**config.mk**
```make
export PLATFORM = sky130hd
export DESIGN_NAME = mult_share_arbiter
export DESIGN_NICKNAME = d
export VERILOG_FILES = /design/src/rtl/mult_pkg.sv /design/src/rtl/array_mult_core.sv /design/src/rtl/mult_share_arbiter.sv
export SDC_FILE = /design/constraint.sdc
export NUM_CORES = 1
export LEC_CHECK = 0
export ABC_CLOCK_PERIOD_IN_PS = 5700
export CORE_MARGIN = 1.5
export CORE_UTILIZATION = 30
export CTS_CLUSTER_DIAMETER = 60
export DETAILED_ROUTE_END_ITERATION = 7
export HOLD_SLACK_MARGIN = 0.1
export PLACE_DENSITY = 0.55
export SLEW_MARGIN = 20
export SYNTH_ARGS = -nofsm -noshare
export SYNTH_HDL_FRONTEND = slang
export SYNTH_SLANG_ARGS = --single-unit
```
**constraint.sdc**
```tcl
create_clock -name clk -period 5.7 [get_ports clk]
set_input_delay 0.855 -clock clk [delete_from_list [all_inputs] [get_ports clk]]
set_output_delay 0.855 -clock clk [all_outputs]
set_load 0.01 [all_outputs]
```
**src/rtl/mult_pkg.sv**
```systemverilog
// Shared definitions for the shared-multiplier arbiter: default widths,
// FSM state encoding and the round-robin priority search.
package mult_pkg;

    localparam int W_DEF   = 4;
    localparam int PROD_W  = 2 * W_DEF;
    localparam int MAX_REQ = 4;

    typedef enum logic [1:0] {
        IDLE = 2'd0,
        MUL  = 2'd1,
        RESP = 2'd2
    } state_e;

    // Priority search starting at ptr, wrapping modulo nreq.
    // Returns {found, index}; index is 0 when nothing is valid.
    function automatic logic [2:0] rr_next(input logic [MAX_REQ-1:0] valid,
                                           input logic [1:0]         ptr,
                                           input int                 nreq);
        logic       found;
        logic [1:0] idx;
        int         cand;
        found = 1'b0;
        idx   = 2'd0;
        for (int k = 0; k < MAX_REQ; k++) begin
            cand = (int'(ptr) + k) % nreq;
            if (k < nreq && !found && valid[cand[1:0]]) begin
                found = 1'b1;
                idx   = cand[1:0];
            end
        end
        return {found, idx};
    endfunction

endpackage

```
**src/rtl/array_mult_core.sv**
```systemverilog
// Combinational W x W unsigned array multiplier. Each row adds one
// partial product into the running sum through a ripple of full adders.
module array_mult_core #(
    parameter int W = 4
) (
    input  logic [W-1:0]   a,
    input  logic [W-1:0]   b,
    output logic [2*W-1:0] p
);

    // One full-adder cell: returns {carry_out, sum}.
    function automatic logic [1:0] full_add(input logic x, input logic y, input logic cin);
        return {(x & y) | (cin & (x ^ y)), x ^ y ^ cin};
    endfunction

    logic [2*W-1:0] acc;
    logic           carry;
    logic [1:0]     fa_out;

    // Row 0 seeds the sum; rows 1..W-1 add a & b[i] shifted by i. Bits at
    // and above position i+W are still zero before row i, so the final
    // carry of row i lands directly in acc[i+W].
    always_comb begin
        acc    = '0;
        carry  = 1'b0;
        fa_out = '0;
        for (int j = 0; j < W; j++) begin
            acc[j] = a[j] & b[0];
        end
        for (int i = 1; i < W; i++) begin
            carry = 1'b0;
            for (int j = 0; j < W; j++) begin
                fa_out     = full_add(acc[i+j], a[j] & b[i], carry);
                acc[i+j]   = fa_out[0];
                carry      = fa_out[1];
            end
            acc[i+W] = carry;
        end
        p = acc;
    end

endmodule

```
**src/rtl/mult_share_arbiter.sv**
```systemverilog
// Shares one array multiplier among NREQ requesters with round-robin
// arbitration. Operands are registered before the core, the product after.
// Optional statistics counters: define MULT_SHARE_ARBITER_STATS_EN.
//
// Handshakes: a transfer happens on a rising edge where valid and ready are
// both high. req_ready is granted combinationally only in IDLE and only to
// a requester that is already valid; rsp_valid, once raised, holds together
// with rsp_prod/rsp_id unchanged until the edge where rsp_ready is high.
module mult_share_arbiter
    import mult_pkg::*;
#(
    parameter int NREQ = 2,
    parameter int W    = W_DEF,
    parameter int IDW  = 2
) (
    input  logic              clk,
    input  logic              rst,
    input  logic [NREQ-1:0]   req_valid,
    output logic [NREQ-1:0]   req_ready,
    input  logic [NREQ*W-1:0] req_a,
    input  logic [NREQ*W-1:0] req_b,
    output logic              rsp_valid,
    input  logic              rsp_ready,
    output logic [2*W-1:0]    rsp_prod,
    output logic [IDW-1:0]    rsp_id,
    output state_e            dbg_state,
    output logic              busy
`ifdef MULT_SHARE_ARBITER_STATS_EN
    ,
    output logic [NREQ*8-1:0] grant_cnt,
    output logic [7:0]        stall_cnt
`endif
);

    state_e             state, state_nxt;
    logic [IDW-1:0]     rr_ptr;
    logic [W-1:0]       a_q, b_q;
    logic [IDW-1:0]     id_q;
    logic [2*W-1:0]     core_p;
    logic [MAX_REQ-1:0] valid_pad;
    logic [2:0]         rr_res;
    logic               grant_ok;
    logic [IDW-1:0]     grant_idx;
    logic               accept;

    array_mult_core #(.W(W)) u_core (
        .a (a_q),
        .b (b_q),
        .p (core_p)
    );

    // Widen the request vector to the search function's fixed width.
    always_comb begin
        valid_pad            = '0;
        valid_pad[NREQ-1:0]  = req_valid;
    end

    assign rr_res    = rr_next(valid_pad, 2'(rr_ptr), NREQ);
    assign grant_ok  = rr_res[2];
    assign grant_idx = IDW'(rr_res[1:0]);

    // Next-state logic and request grant; nothing is granted during reset.
    always_comb begin
        state_nxt = state;
        req_ready = '0;
        accept    = 1'b0;
        case (state)
            IDLE: begin
                if (grant_ok && !rst) begin
                    req_ready[grant_idx] = 1'b1;
                    accept               = 1'b1;
                    state_nxt            = MUL;
                end
            end
            MUL:     state_nxt = RESP;
            RESP:    if (rsp_ready) state_nxt = IDLE;
            default: state_nxt = IDLE;
        endcase
    end

    // State, operand capture, product register and pointer update.
    always_ff @(posedge clk) begin
        if (rst) begin
            state     <= IDLE;
            rr_ptr    <= '0;
            a_q       <= '0;
            b_q       <= '0;
            id_q      <= '0;
            rsp_valid <= 1'b0;
            rsp_prod  <= '0;
            rsp_id    <= '0;
        end else begin
            state <= state_nxt;
            if (accept) begin
                a_q  <= req_a[grant_idx*W +: W];
                b_q  <= req_b[grant_idx*W +: W];
                id_q <= grant_idx;
            end
            if (state == MUL) begin
                rsp_prod  <= core_p;
                rsp_id    <= id_q;
                rsp_valid <= 1'b1;
            end
            if (state == RESP && rsp_ready) begin
                rsp_valid <= 1'b0;
                rr_ptr    <= IDW'((int'(id_q) + 1) % NREQ);
            end
        end
    end

    assign busy      = (state != IDLE);
    assign dbg_state = state;

`ifdef MULT_SHARE_ARBITER_STATS_EN
    // Per-requester grant counts and response stall cycles, all wrapping.
    always_ff @(posedge clk) begin
        if (rst) begin
            grant_cnt <= '0;
            stall_cnt <= '0;
        end else begin
            if (accept)
                grant_cnt[grant_idx*8 +: 8] <= grant_cnt[grant_idx*8 +: 8] + 8'd1;
            if (state == RESP && !rsp_ready)
                stall_cnt <= stall_cnt + 8'd1;
        end
    end
`else
    // Statistics counters are not built in this configuration.
`endif

endmodule

```
### M1 wires, run 1

Supply wires on this layer in grey.
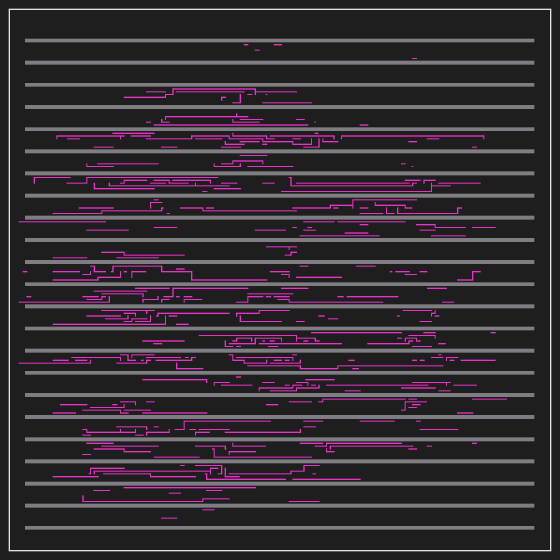
share of all routed wire: 49%
main direction: horizontal
via count: 986
drt total wl: 2621 um
GR Util met1: 17.57%

### PDN straps and rails, run 1

Pins as bars on the die edge.
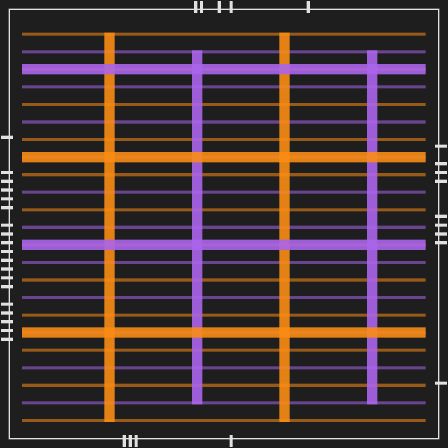
| colour | net |
|---|---|
| orange | VSS |
| purple | VDD |
met1 rails: 23
met4 straps: 4
met5 straps: 4
rows: 22
CORE AREA: 3744 um2
chip width: 66.31 um
Max VDD drop: 0.08552 mV

### Clock routing, run 1

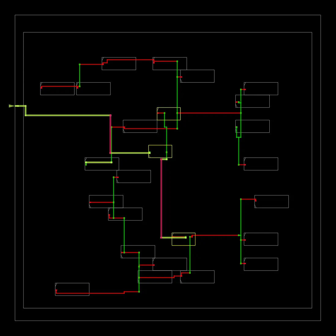
Clk. pwr: 0.0981 mW
Flop Count: 22
Latency at later pin: 0.26 ns
Sink Count: 22
Num CTS Buffers: 3

### Sequential cells coloured by netlist name, run 1

Other sequential cells in the stronger grey, the rest of the logic in the fainter grey.
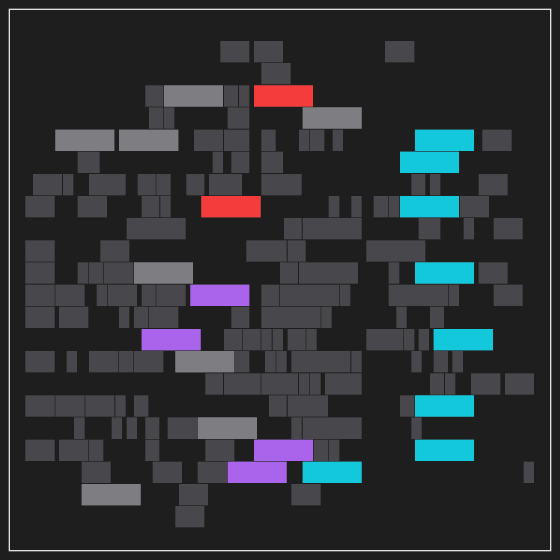
| colour | name in the netlist | flops |
|---|---|---|
| cyan | rsp_prod | 8 |
| red | dbg_state | 2 |
| purple | a_q | 4 |
power in sequential cells: 0.175 mW
Seq area share: 27.16%
Flop area: 440.4 um2
final core utilization: 43.32%

==> results.json, run 1 <==
{
  "aoi_share_pct": 14.57,
  "worst_pin_slew_ns": 0.7785,
  "multi_input_comb_cells": 97,
  "drcViolationCount": 0,
  "p_comb_mw": 0.0677,
  "seqPwrFrac_pct": 51.4,
  "netlist.area_leader.share_pct": 36.63,
  "top_cells_by_area": "dfxtp_1 (37%), fa_1 (13%), nand2_1 (9.1%)",
  "met3_usage_pct": 2.555,
  "hp-start": "rsp_prod[7]$_SDFFE_PP0N_",
  "clockBufferDepth": 2,
  "common_cells": "nand2_1 (29), dfxtp_1 (22), a21oi_1 (11)",
  "worstSetupStartpoint": "b_q[1]$_SDFFE_PP0P_",
  "comb_share_pct": 42.90,
  "path_cells": "and2_1 > ha_1 > inv_1 > fa_1 > fa_1 > inv_1 > fa_1 > fa_1 > fa_1 > fa_1 > fa_1 > nand2_1 > a21oi_1",
  "leakagePower_nw": 0.6458,
  "finalNonFillerCells": 214,
  "regMostFlops": "rsp_prod",
  "rsz0062_at_grt": "no",
  "fin_crit_ns": 4.208,
  "rr_startpoint": "b_q[1]$_SDFFE_PP0P_",
  "largest_cell_class": "logic gates",
  "synth_area_per_cell_um2": 8.907,
  "die_area_um2": 4397,
  "p_total_mw": 0.3409,
  "antenna_found_initial": 0,
  "r2r_cells": 13,
  "area.growth.synth_to_final_pct": 34.86,
  "drtAntennaViolNets": 0,
  "hold_path.class": "reg -> reg",
  "buffers": 35,
  "worstSetupEndpoint": "rsp_prod[6]$_SDFFE_PP0N_",
  "status": "completed",
  "warnings": 26,
  "initCoreUtil_pct": 32.12,
  "fillers": 377,
  "clkCellAreaFrac_pct": 2.546,
  "reg2reg_to": "rsp_prod[6]$_SDFFE_PP0N_",
  "synthArstFlopShare_pct": 0,
  "cp-end-kind": "flip-flop",
  "inv_count": 9,
  "slew_violations": 0,
  "ff_type": "dfxtp_1",
  "well_tap_count": 48,
  "rows": 22,
  "route.met3.wl_um": 150,
  "whs_ns": 0.4575,
  "dp.cells": 211,
  "finalInstanceArea_um2": 1622,
  "fin_nets": 201,
  "crit_path_top_delay_cell": "fa_1",
  "power.share.clock_pct": 28.8,
  "yosysMostFrequentCell": "nand2_1",
  "slowest_delay_ns": 0.52,
  "grt_start_max_net_pins": 15,
  "largestRegisters": "rsp_prod: 8 flops, a_q: 4 flops, b_q: 4 flops",
  "hpwl_um": 2095,
  "combGateArea_um2": 695.7,
  "path_class": "reg -> reg",
  "yosys_area_um2": 1202,
  "p_switching_mw": 0.09298,
  "dpl_worst_slack_ns": 1.483,
  "ys_ff": 22,
  "cp_common_cell": "fa_1",
  "cap_violations": 0,
  "wire_per_inst_um": 12.25,
  "setup_ws_ns": 1.492,
  "overflow": 0,
  "simple_gate_area_share_pct": 25.49,
  "max_slew_margin_pct": 47.99,
  "layout.nonclk_buf_share_pct": 21.60,
  "edf_count": 0,
  "fin_skew_ns": 0.001595,
  "syn_nets": 168,
  "yosys.stat.seqShare_pct": 36.63,
  "grt_pass1_wl_um": 4471,
  "fin_crit_sh_pct": 73.82,
  "ys.warnings.count": 0,
  "reg2reg_setup_slack_ns": 1.49,
  "grtUsageTotal_pct": 13.22,
  "portBuffers": 35,
  "diodes": 0,
  "finalSetupTns_ns": 0,
  "top_area_cell": "dfxtp_1",
  "netlist_instances": 135,
  "layout.cells.most_common": "clkdlybuf4s50_1",
  "cts_tree": "yes",
  "path_clk_slew_ns": 0.08,
  "xor_area_share_pct": 0,
  "whs_path_depth": 2,
  "swShare_pct": 27.27,
  "hold_violations": 0,
  "crit_family": "adder cells",
  "holdPathEnd": "rsp_prod[7]$_SDFFE_PP0N_",
  "cp.depth": 13,
  "top_usage_layer": "met2",
  "p_comb_share_pct": 19.8,
  "largest_register_ffs": 8,
  "fa_ha_area_share_pct": 17.48,
  "muxShareOfSynthArea_pct": 0,
  "grt_pass1_vias": 985,
  "dr_wl_met2_um": 1169,
  "path_buffers": 2,
  "gp_routability_congestion": 0.8873,
  "synth_stat.cells": 135,
  "start_kind": "flip-flop",
  "placedInstanceArea_um2": 1580,
  "max_freq_mhz": 237.7
}
==> run 2, diff against run 1 <==
--- a/config.mk
+++ b/config.mk
@@ -5,7 +5,7 @@
 export SDC_FILE = /design/constraint.sdc
 export NUM_CORES = 1
 export LEC_CHECK = 0
-export ABC_CLOCK_PERIOD_IN_PS = 5700
+export ABC_CLOCK_PERIOD_IN_PS = 4200
 export CORE_MARGIN = 1.5
 export CORE_UTILIZATION = 30
 export CTS_CLUSTER_DIAMETER = 60
==> constraint.sdc (replaced) <==
create_clock -name clk -period 4.2 [get_ports clk]
set_input_delay 0.63 -clock clk [delete_from_list [all_inputs] [get_ports clk]]
set_output_delay 0.63 -clock clk [all_outputs]
set_load 0.01 [all_outputs]
==> run 2 against run 1 <==
Maximum frequency up 6.0%. Synthesized cell count unchanged. Register-to-register slack worse by 1.3 ns. Via count up 5.4%. Sequential cell count unchanged. Sequential power up 34%. Largest cell class unchanged. Largest power group unchanged.
==> results.json, run 2 <==
{
  "dp.cells": 216,
  "power.share.clock_pct": 27.6,
  "route.met3.wl_um": 110,
  "syn_nets": 168,
  "setup_ws_ns": 0.2312,
  "largest_register_ffs": 8,
  "seqPwrFrac_pct": 50.3,
  "p_comb_mw": 0.103,
  "largestRegisters": "rsp_prod: 8 flops, a_q: 4 flops, b_q: 4 flops",
  "antenna_found_initial": 0,
  "regMostFlops": "rsp_prod",
  "grt_pass1_wl_um": 4581,
  "simple_gate_area_share_pct": 25.49,
  "vias": 1039,
  "multi_input_comb_cells": 97,
  "wire_per_inst_um": 12.41,
  "slew_violations": 0,
  "ff_type": "dfxtp_1",
  "initCoreUtil_pct": 32.12,
  "status": "completed",
  "warnings": 26,
  "cts.sinks": 22,
  "synthArstFlopShare_pct": 0,
  "ys.warnings.count": 0,
  "cp-end-kind": "flip-flop",
  "finalInstanceArea_um2": 1674,
  "fillers": 382,
  "rows": 22,
  "drtAntennaViolNets": 0,
  "cts_made_buffers": 3,
  "whs_ns": 0.4561,
  "p_total_mw": 0.4660,
  "top_area_cell": "dfxtp_1",
  "path_buffers": 2,
  "start_kind": "flip-flop",
  "clkCellAreaFrac_pct": 2.466,
  "maxPowerGroup": "sequential cells",
  "fa_ha_area_share_pct": 17.48,
  "placedInstanceArea_um2": 1618,
  "dr_wl_met2_um": 1283,
  "met3_usage_pct": 2.385,
  "inv_count": 9,
  "cp.depth": 13,
  "synth_area_per_cell_um2": 8.907,
  "ir_worst_vdd_mv": 0.09773,
  "worstSetupStartpoint": "a_q[1]$_SDFFE_PP0P_",
  "coreArea_um2": 3744,
  "fin_crit_sh_pct": 94.50,
  "die_area_um2": 4397,
  "max_freq_mhz": 252.0,
  "hold_path.class": "reg -> reg",
  "well_tap_count": 48,
  "netlist.area_leader.share_pct": 36.63,
  "gp_routability_congestion": 0.8040,
  "hold_violations": 0,
  "holdPathEnd": "rsp_prod[7]$_SDFFE_PP0N_",
  "edf_count": 0,
  "r2r_cells": 13,
  "buffers": 40,
  "crit_family": "adder cells",
  "finalSetupTns_ns": 0,
  "grt_pass1_vias": 996,
  "rr_startpoint": "a_q[1]$_SDFFE_PP0P_",
  "top_cells_by_area": "dfxtp_1 (37%), fa_1 (13%), nand2_1 (9.1%)",
  "ys_ff": 22,
  "common_cells": "nand2_1 (29), dfxtp_1 (22), a21oi_1 (11)",
  "fin_crit_ns": 3.969,
  "hpwl_um": 2174,
  "path_class": "reg -> reg",
  "syn-cell-area_um2": 1202,
  "overflow": 0,
  "xor_area_share_pct": 0,
  "max_slew_margin_pct": 50.32,
  "fin_nets": 206,
  "drcViolationCount": 0,
  "layout.nonclk_buf_share_pct": 23.17,
  "grt_start_max_net_pins": 14,
  "dieWidth_um": 66.31,
  "combGateArea_um2": 706.9,
  "aoi_share_pct": 14.57,
  "clock_latency_ns": 0.25,
  "cts_tree": "yes",
  "yosysMostFrequentCell": "nand2_1",
  "grtUsageTotal_pct": 13.41,
  "area.growth.synth_to_final_pct": 39.23,
  "path_clk_slew_ns": 0.07,
  "crit_path_top_delay_cell": "fa_1",
  "top_usage_layer": "met2",
  "diodes": 0,
  "portBuffers": 35,
  "rsz0062_at_grt": "no",
  "flop-count": 22,
  "worstSetupEndpoint": "rsp_prod[6]$_SDFFE_PP0N_",
  "netlist_instances": 135,
  "clockNetworkPower_mw": 0.128,
  "whs_path_depth": 2,
  "p_switching_mw": 0.1239,
  "largest_cell_class": "logic gates",
  "cp_common_cell": "fa_1",
  "dpl_worst_slack_ns": -0.01789,
  "yosys.stat.seqShare_pct": 36.63,
  "yosys_area_um2": 1202,
  "clockBufferDepth": 2,
  "path_cells": "and2_1 > ha_1 > inv_1 > fa_1 > fa_1 > inv_1 > fa_2 > fa_2 > fa_1 > fa_2 > fa_1 > nand2_1 > a21oi_2",
  "postCtsHoldBufs": 0,
  "slowest_delay_ns": 0.50
}
### Sequential cells coloured by netlist name, run 2

Other sequential cells in the stronger grey, the rest of the logic in the fainter grey.
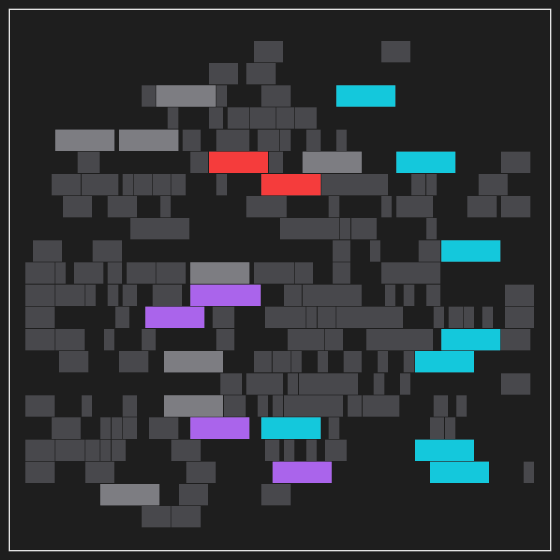
power in sequential cells: 0.234 mW
final core utilization: 44.72%
Seq area share: 26.53%
Flop area: 444.2 um2

### Selected gate families, run 2

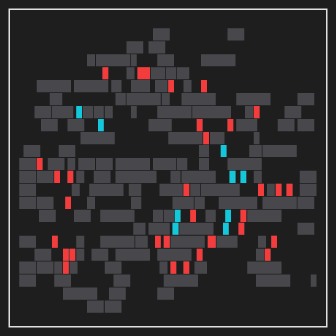
| colour | family | cells |
|---|---|---|
| red | nand cells | 31 |
| cyan | inv cells | 9 |
combinational share of cell area: 42.23%
commonest non-fill, non-tap cell in the layout: clkdlybuf4s50_1
Finished Layout Cells: 219

==> run 3, diff against run 2 <==
--- a/config.mk
+++ b/config.mk
@@ -7,11 +7,11 @@
 export LEC_CHECK = 0
 export ABC_CLOCK_PERIOD_IN_PS = 4200
 export CORE_MARGIN = 1.5
-export CORE_UTILIZATION = 30
+export CORE_UTILIZATION = 35
 export CTS_CLUSTER_DIAMETER = 60
 export DETAILED_ROUTE_END_ITERATION = 7
 export HOLD_SLACK_MARGIN = 0.1
-export PLACE_DENSITY = 0.55
+export PLACE_DENSITY = 0.63
 export SLEW_MARGIN = 20
 export SYNTH_ARGS = -nofsm -noshare
 export SYNTH_HDL_FRONTEND = slang
==> run 3 against run 2 <==
Hold slack gained 0.0045 ns. Combinational power is essentially flat. Die size fell by 14%. Critical path depth stayed put. Largest power group unchanged. Sequential cell count did not move. Core utilization up 6.0 points. Largest cell class unchanged. Via count grew 1.3%.
==> results.json, run 3 <==
{
  "status": "completed",
  "yosysMostFrequentCell": "nand2_1",
  "synth_area_per_cell_um2": 8.907,
  "dpl_worst_slack_ns": -0.002470,
  "yosys_area_um2": 1202,
  "rsz0062_at_grt": "no",
  "wire_per_inst_um": 12.54,
  "cts_resized": 1,
  "dieWidth_um": 61.61,
  "cts-root-buf": "clkbuf_4",
  "postCtsHoldBufs": 0,
  "hpwl_um": 2206,
  "rows": 21,
  "multi_input_comb_cells": 97,
  "worstSetupEndpoint": "rsp_prod[6]$_SDFFE_PP0N_",
  "syn_nets": 168,
  "start_kind": "flip-flop",
  "top_area_cell": "dfxtp_1",
  "inv_count": 9,
  "crit_path_top_delay_cell": "fa_1",
  "p_comb_share_pct": 21.0,
  "firstDrtPassIters": 4,
  "layout.nonclk_buf_share_pct": 23.53,
  "top_usage_layer": "met2",
  "powerSeq_mw": 0.235,
  "largest_register_ffs": 8,
  "slew_violations": 0,
  "cap_violations": 0,
  "layout.cells.most_common": "clkdlybuf4s50_1",
  "clkCellAreaFrac_pct": 3.127,
  "synthArstFlopShare_pct": 0,
  "cts_made_buffers": 3,
  "grt_pass1_vias": 1060,
  "aoi_share_pct": 14.57,
  "largestRegisters": "rsp_prod: 8 flops, a_q: 4 flops, b_q: 4 flops",
  "worstSetupStartpoint": "b_q[0]$_SDFFE_PP0P_",
  "synth_stat.cells": 135,
  "edf_count": 0,
  "diodes": 0,
  "overflow": 0,
  "clockBufferDepth": 2,
  "finalSetupTns_ns": 0,
  "drcViolationCount": 0,
  "seq_area_um2": 442.9,
  "cp_common_cell": "fa_1",
  "fillers": 343,
  "portBuffers": 35,
  "xor_area_share_pct": 0,
  "leakagePower_nw": 0.6819,
  "ys.warnings.count": 0,
  "path_cells": "and2_1 > ha_1 > inv_1 > fa_1 > fa_1 > inv_1 > fa_1 > fa_2 > fa_1 > fa_1 > fa_1 > nand2_1 > a21oi_1",
  "fin_crit_ns": 4.038,
  "warnings": 26,
  "crit_family": "adder cells",
  "reg2reg_to": "rsp_prod[6]$_SDFFE_PP0N_",
  "fa_ha_area_share_pct": 17.48,
  "largest_cell_class": "logic gates",
  "lay_top_cells": "clkdlybuf4s50_1 (35), nand2_1 (29), dfxtp_1 (20)",
  "power.share.clock_pct": 32.2,
  "antenna_found_initial": 0,
  "slowest_delay_ns": 0.49,
  "buffers": 41,
  "netlist_instances": 135,
  "hold_path.class": "reg -> reg",
  "path_class": "reg -> reg",
  "worst_pin_slew_ns": 0.7105,
  "cts_tree": "yes",
  "p_int_mw": 0.3766,
  "simple_gate_area_share_pct": 25.49,
  "r2r_cells": 13,
  "critical_path.max_fanout": 2,
  "grtUsageTotal_pct": 16.67,
  "muxShareOfSynthArea_pct": 0,
  "cts.sinks": 22,
  "path_clk_slew_ns": 0.12,
  "cp.arrival_ns": 4.27,
  "max_slew_margin_pct": 52.63,
  "flop-count": 22,
  "clockNetworkPower_mw": 0.161,
  "finalInstanceArea_um2": 1680,
  "p_total_mw": 0.5013,
  "swShare_pct": 24.86,
  "seqPwrFrac_pct": 46.8,
  "well_tap_count": 46,
  "fin_crit_sh_pct": 96.15,
  "fin_util_pct": 50.76,
  "dp.cells": 213,
  "whs_path_depth": 2,
  "p_switching_mw": 0.1246,
  "ys_ff": 22,
  "drtAntennaViolNets": 0,
  "rr_startpoint": "b_q[0]$_SDFFE_PP0P_",
  "reg2reg_setup_slack_ns": 0.16,
  "sh_seq_area_pct": 26.36,
  "maxPowerGroup": "sequential cells",
  "setup_violations": 0,
  "ios": 37,
  "clock_latency_ns": 0.31,
  "route.met3.wl_um": 69,
  "max_freq_mhz": 247.6,
  "yosys.stat.seqShare_pct": 36.63,
  "hp-start": "rsp_id[0]$_SDFFE_PP0N_",
  "gp_routability_congestion": 0.7794,
  "fin_nets": 207,
  "netlist.area_leader.share_pct": 36.63,
  "grt_start_max_net_pins": 15,
  "routed.top_layer": "met4",
  "top_cells_by_area": "dfxtp_1 (37%), fa_1 (13%), nand2_1 (9.1%)",
  "setup_ws_ns": 0.1618,
  "cp.depth": 13,
  "comb_share_pct": 41.55,
  "coreArea_um2": 3311,
  "finalNonFillerCells": 219,
  "initCoreUtil_pct": 36.32,
  "holdPathEnd": "rsp_id[0]$_SDFFE_PP0N_",
  "die_area_um2": 3796,
  "syn-cell-area_um2": 1202,
  "dr_wl_met2_um": 1413,
  "powerDensity_nw_per_um2": 298.3,
  "whs_ns": 0.4606,
  "p_comb_mw": 0.105,
  "grt_pass1_wl_um": 4643,
  "ff_type": "dfxtp_1",
  "met1_length_um": 1218,
  "placedInstanceArea_um2": 1608,
  "area.growth.synth_to_final_pct": 39.75,
  "path_buffers": 2,
  "combGateArea_um2": 698.2,
  "cp-end-kind": "flip-flop",
  "regMostFlops": "rsp_prod",
  "hold_violations": 0,
  "met3_usage_pct": 2.941,
  "common_cells": "nand2_1 (29), dfxtp_1 (22), a21oi_1 (11)"
}
### M1 wires, run 3

Supply wires on this layer in grey.
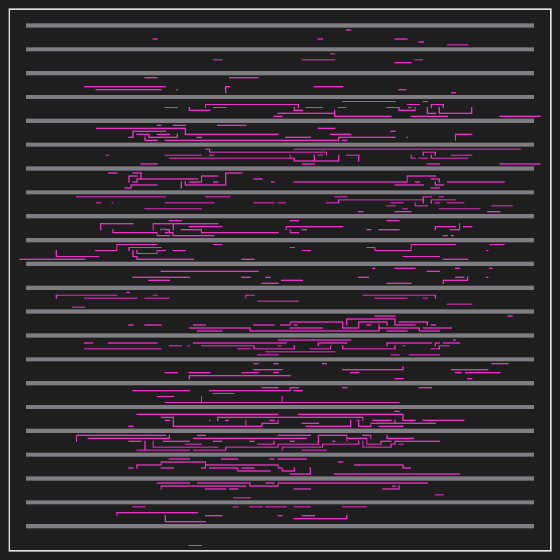
GR Util met1: 19.87%
drt total wl: 2747 um
via count: 1052

### PDN straps and rails, run 3

Pins as bars on the die edge.
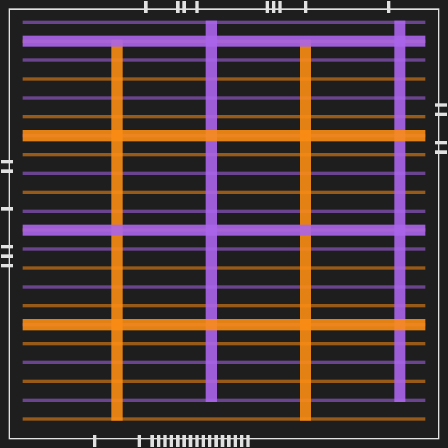
Die Y: 61.61 um
Max VDD drop: 0.1164 mV

Power and IR drop assume default switching activity.
